[config.mk]
export PLATFORM = sky130hd
export DESIGN_NAME = core_sequencer
export DESIGN_NICKNAME = d
export VERILOG_FILES = /design/src/rtl/core_sequencer.sv
export SDC_FILE = /design/constraint.sdc
export NUM_CORES = 1
export LEC_CHECK = 0
export CAP_MARGIN = 10
export CELL_PAD_IN_SITES_DETAIL_PLACEMENT = 0
export CELL_PAD_IN_SITES_GLOBAL_PLACEMENT = 1
export CORE_MARGIN = 1.5
export CORE_UTILIZATION = 29
export DETAILED_ROUTE_END_ITERATION = 8
export HOLD_SLACK_MARGIN = 0.15
export PLACE_DENSITY_LB_ADDON = 0.1
export SETUP_SLACK_MARGIN = 0.15
export SLEW_MARGIN = 10
export SYNTH_ARGS = -nofsm -noshare
export SYNTH_HDL_FRONTEND = slang
export SYNTH_SLANG_ARGS = --single-unit
export TNS_END_PERCENT = 30
[constraint.sdc]
create_clock -name clk -period 1.7 [get_ports clk]
set_input_delay 0.255 -clock clk [delete_from_list [all_inputs] [get_ports clk]]
set_output_delay 0.255 -clock clk [all_outputs]
set_load 0.1 [all_outputs]
[src/rtl/core_sequencer.sv]
// core_sequencer: non-pipelined fetch/decode/issue controller for the
// alu / branch / data_mov execute units. One instruction in flight.
// Optional feature macro: SEQ_RETIRE_CNT_EN adds the retired_cnt output,
// a 32-bit wrapping count of WB cycles.
module core_sequencer #(
  parameter logic [31:0] RESET_PC   = 32'h0,
  parameter int unsigned DM_TIMEOUT = 16
) (
  input  logic        clk,
  input  logic        reset,
  output logic [31:0] imem_addr,
  output logic        imem_req,
  input  logic        imem_ack,
  input  logic [31:0] imem_rdata,
  output logic [4:0]  rf_raddr1,
  output logic [4:0]  rf_raddr2,
  output logic [4:0]  rf_raddrd,
  output logic [2:0]  opcode,
  output logic        has_imm,
  output logic [20:0] imm,
  output logic        alu_en,
  output logic        br_en,
  output logic        dm_en,
  input  logic [31:0] alu_y,
  input  logic [31:0] br_offset,
  input  logic        br_st_flag,
  input  logic        dm_done,
  output logic        rf_we,
  output logic [4:0]  rf_waddr,
  output logic [31:0] rf_wdata,
  output logic        halted,
  output logic        error
`ifdef SEQ_RETIRE_CNT_EN
  ,
  output logic [31:0] retired_cnt
`endif
);

  typedef enum logic [2:0] {
    S_FETCH, S_DECODE, S_EXEC, S_WB, S_HALT, S_ERR
  } state_e;

  typedef enum logic [1:0] {
    U_ALU, U_BR, U_DM, U_SYS
  } unit_e;

  localparam int unsigned CW = $clog2(DM_TIMEOUT + 1);

  state_e        state_q, state_d;
  logic [31:0]   pc_q, pc_d;
  logic [31:0]   npc_q, npc_d;
  logic [31:0]   ir_q, ir_d;
  logic [31:0]   res_q, res_d;
  logic [CW-1:0] tmo_q, tmo_d;
  logic [CW-1:0] tmo_inc;
  unit_e         unit;

  assign unit    = unit_e'(ir_q[31:30]);
  assign tmo_inc = tmo_q + CW'(1);

  // Instruction fields come straight from IR, so they hold from DECODE to WB
  assign has_imm   = ir_q[29];
  assign opcode    = ir_q[28:26];
  assign rf_raddrd = ir_q[25:21];
  assign rf_raddr1 = ir_q[20:16];
  assign rf_raddr2 = ir_q[15:11];
  assign imm       = ir_q[20:0];
  assign imem_addr = pc_q;
  assign rf_waddr  = ir_q[25:21];
  assign rf_wdata  = res_q;

  // FSM state register with synchronous reset
  always_ff @(posedge clk) begin
    if (reset) state_q <= S_FETCH;
    else       state_q <= state_d;
  end

  // FSM next-state logic
  always_comb begin
    state_d = state_q;
    case (state_q)
      S_FETCH:  if (imem_ack) state_d = S_DECODE;
      S_DECODE: begin
        if (unit == U_SYS) state_d = (ir_q[28:26] == 3'b000) ? S_HALT : S_ERR;
        else               state_d = S_EXEC;
      end
      S_EXEC: begin
        if (unit == U_DM) begin
          if (dm_done)                       state_d = S_WB;
          else if (tmo_inc == CW'(DM_TIMEOUT)) state_d = S_ERR;
        end else begin
          state_d = S_WB;
        end
      end
      S_WB:     state_d = S_FETCH;
      default:  state_d = state_q;
    endcase
  end

  // FSM outputs; imem_req is masked while reset is held so the first request
  // appears only in the cycle after reset deasserts
  always_comb begin
    imem_req = 1'b0;
    alu_en   = 1'b0;
    br_en    = 1'b0;
    dm_en    = 1'b0;
    rf_we    = 1'b0;
    halted   = 1'b0;
    error    = 1'b0;
    case (state_q)
      S_FETCH: imem_req = ~reset;
      S_EXEC: begin
        alu_en = (unit == U_ALU);
        br_en  = (unit == U_BR);
        dm_en  = (unit == U_DM);
      end
      S_WB:    rf_we  = (unit == U_ALU);
      S_HALT:  halted = 1'b1;
      S_ERR:   error  = 1'b1;
      default: ;
    endcase
  end

  // Datapath next values: IR latch, next-PC staging, ALU capture, timeout count.
  // next-PC defaults to PC+1 in DECODE and is overridden by a taken branch,
  // so WB commits a single register regardless of unit.
  always_comb begin
    pc_d  = pc_q;
    npc_d = npc_q;
    ir_d  = ir_q;
    res_d = res_q;
    tmo_d = tmo_q;
    case (state_q)
      S_FETCH: if (imem_ack) ir_d = imem_rdata;
      S_DECODE: begin
        npc_d = pc_q + 32'd1;
        tmo_d = '0;
      end
      S_EXEC: begin
        if (unit == U_ALU) res_d = alu_y;
        if (unit == U_BR && br_st_flag) npc_d = br_offset;
        if (unit == U_DM && !dm_done) tmo_d = tmo_inc;
      end
      S_WB:    pc_d = npc_q;
      default: ;
    endcase
  end

  // Datapath registers with synchronous reset
  always_ff @(posedge clk) begin
    if (reset) begin
      pc_q  <= RESET_PC;
      npc_q <= '0;
      ir_q  <= '0;
      res_q <= '0;
      tmo_q <= '0;
    end else begin
      pc_q  <= pc_d;
      npc_q <= npc_d;
      ir_q  <= ir_d;
      res_q <= res_d;
      tmo_q <= tmo_d;
    end
  end

`ifdef SEQ_RETIRE_CNT_EN
  logic [31:0] ret_q, ret_d;

  // Retired-instruction count: one per WB cycle, wrapping
  always_comb begin
    ret_d = ret_q;
    if (state_q == S_WB) ret_d = ret_q + 32'd1;
  end

  // Retired-instruction counter register
  always_ff @(posedge clk) begin
    if (reset) ret_q <= '0;
    else       ret_q <= ret_d;
  end

  assign retired_cnt = ret_q;
`endif

endmodule

Fig. 1: nets reached from selected ports
Drawn at 2 px/µm.
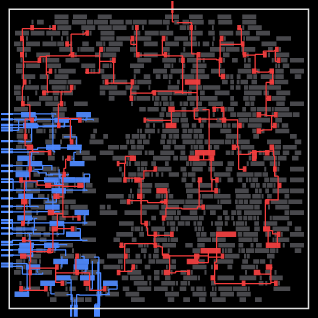
color	port	bits	direction	end cells	buffers	wire
blue	rf_wdata	32	output	32	32	1,050 µm
red	reset	1	input	140	4	1,510 µm

Fig. 2: placed standard cells
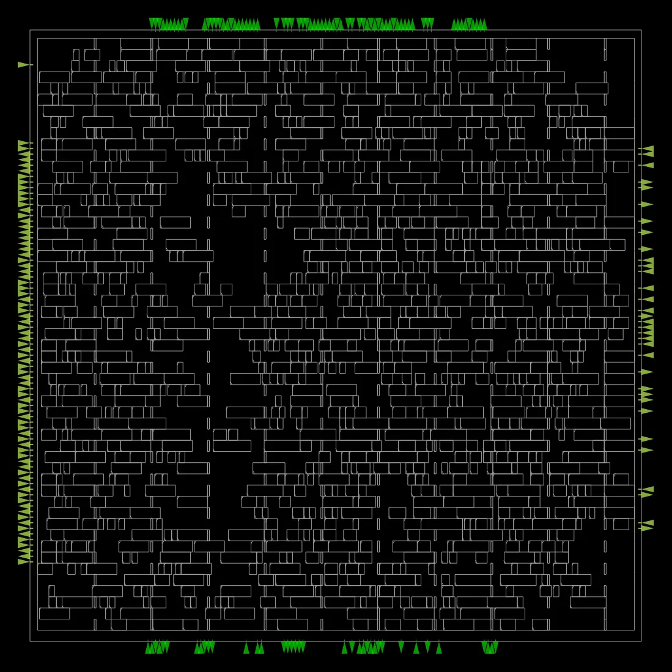
utilization after layout: 0.545
Finished Layout Cells: 1,322
flip-flop and latch count: 136
Core ar.: 0.0210 mm²

==> results.py <==
# Auto-generated metrics
metrics = {
    "timing": {
        "finalCriticalPeriod_ps": 1910,
        "max-slew-margin-rel": 0.769,
        "fin_ws_ps": -208,
        "timing_hold_violations_final": 0,
        "worst-slew-pin-transition_ps": 346,
        "drv_slew": 0,
        "maxClockFrequency_ghz": 0.524,
        "total_negative_slack_for_setup_checks_ps": -1890,
        "fin_skew_ps": 14.9,
        "setup_violations": 25,
    },
    "clocking": {
        "postCtsResizedCells": 64,
        "cts_tree": "built",
        "cts-htree-levels": 4,
        "clock_sinks": 136,
    },
    "detailed_routing": {
        "routed_wl_um": 20600,
        "wl_met2_um": 10100,
    },
    "worst_setup_path": {
        "timing.critical_path.to_type": "primary output",
        "timing.critical_path.buf_inv": 2,
        "crit_required_ps": 1440,
        "worstSetupPathDepth": 5,
        "max_stage_delay_ps": 350,
        "worst-endpoint-arrival_ps": 1650,
        "critical-path-slowest-cell": "or3_4",
        "rrSetupSlack_ps": -110,
        "critPathCapture": "alu_en",
    },
    "grt": {
        "met2_grt_util": 0.306,
        "grt_start_max_net_pins": 60,
        "grt_util_met1": 0.234,
        "gr-usage-met3": 0.0758,
        "gr-max-usage-layer": "met2",
    },
    "finish": {
        "layout_top_cell": "nand2_1",
        "largest_cell_class": "buffers",
        "sequential_cell_area_mm2": 0.00283,
        "combAreaFraction": 0.292,
        "seq_share": 0.248,
        "nClkBuffers": 20,
        "layout_top_cells_excl_fill_tap": "nand2_1 (218), buf_12 (126), a21oi_1 (104)",
        "proportion_of_layout_cells_with_a_drive_suffix_above_1": 0.347,
        "fillerInstances": 1996,
        "post-route-cell-area_mm2": 0.0114,
        "nNetsFinal": 1136,
    },
    "synth": {
        "flop_cell": "dfxtp_1",
        "yosys_warnings": 0,
        "synth_seq_share": 0.441,
        "post_synth.cell_area_avg_um2": 7.81,
        "ys_async_sr_fraction": 0,
        "post_synth_main_area_contributors": "dfxtp_1 (44%), nand2_1 (14%), a21oi_1 (9.6%)",
    },
    "placed_design": {
        "placedInstanceArea_mm2": 0.0102,
        "finalWeightedCongestion": 0.782,
    },
    "pwr": {
        "clock_power_mw": 3.70,
        "combinationalPower_mw": 4.21,
        "report.power.total_mw": 11.5,
        "swShare": 0.375,
        "power.leakage_nw": 4.21,
        "power_per_cell_area_mw_per_mm2": 1010,
        "power_frac_seq": 0.313,
    },
    "floorplan": {
        "die.size.x_um": 149,
        "floorplan.core_util": 0.295,
    },
    "hold_path": {
        "min_to": "ir_q[22]",
    },
    "flow_run": {
        "stage_log_warnings": 29,
        "drv_cap": 0,
    },
    "outcome": {
        "run_status": "complete, but fails checks",
        "violations_in_the_final_reports": "negative setup slack",
    },
}
Fig. 3: placed cells, one color a class
Drawn at 2 px/µm.
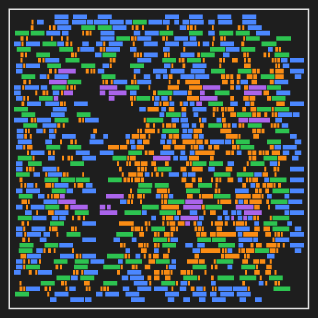
color	class	cells	share of their area
blue	other buffers and delay cells	318	39%
green	flip-flops	136	26%
purple	clock drivers and dummy loads	32	5.3%
orange	all other logic	560	30%

No activity file was given, so power comes from the tool's default toggle rates.
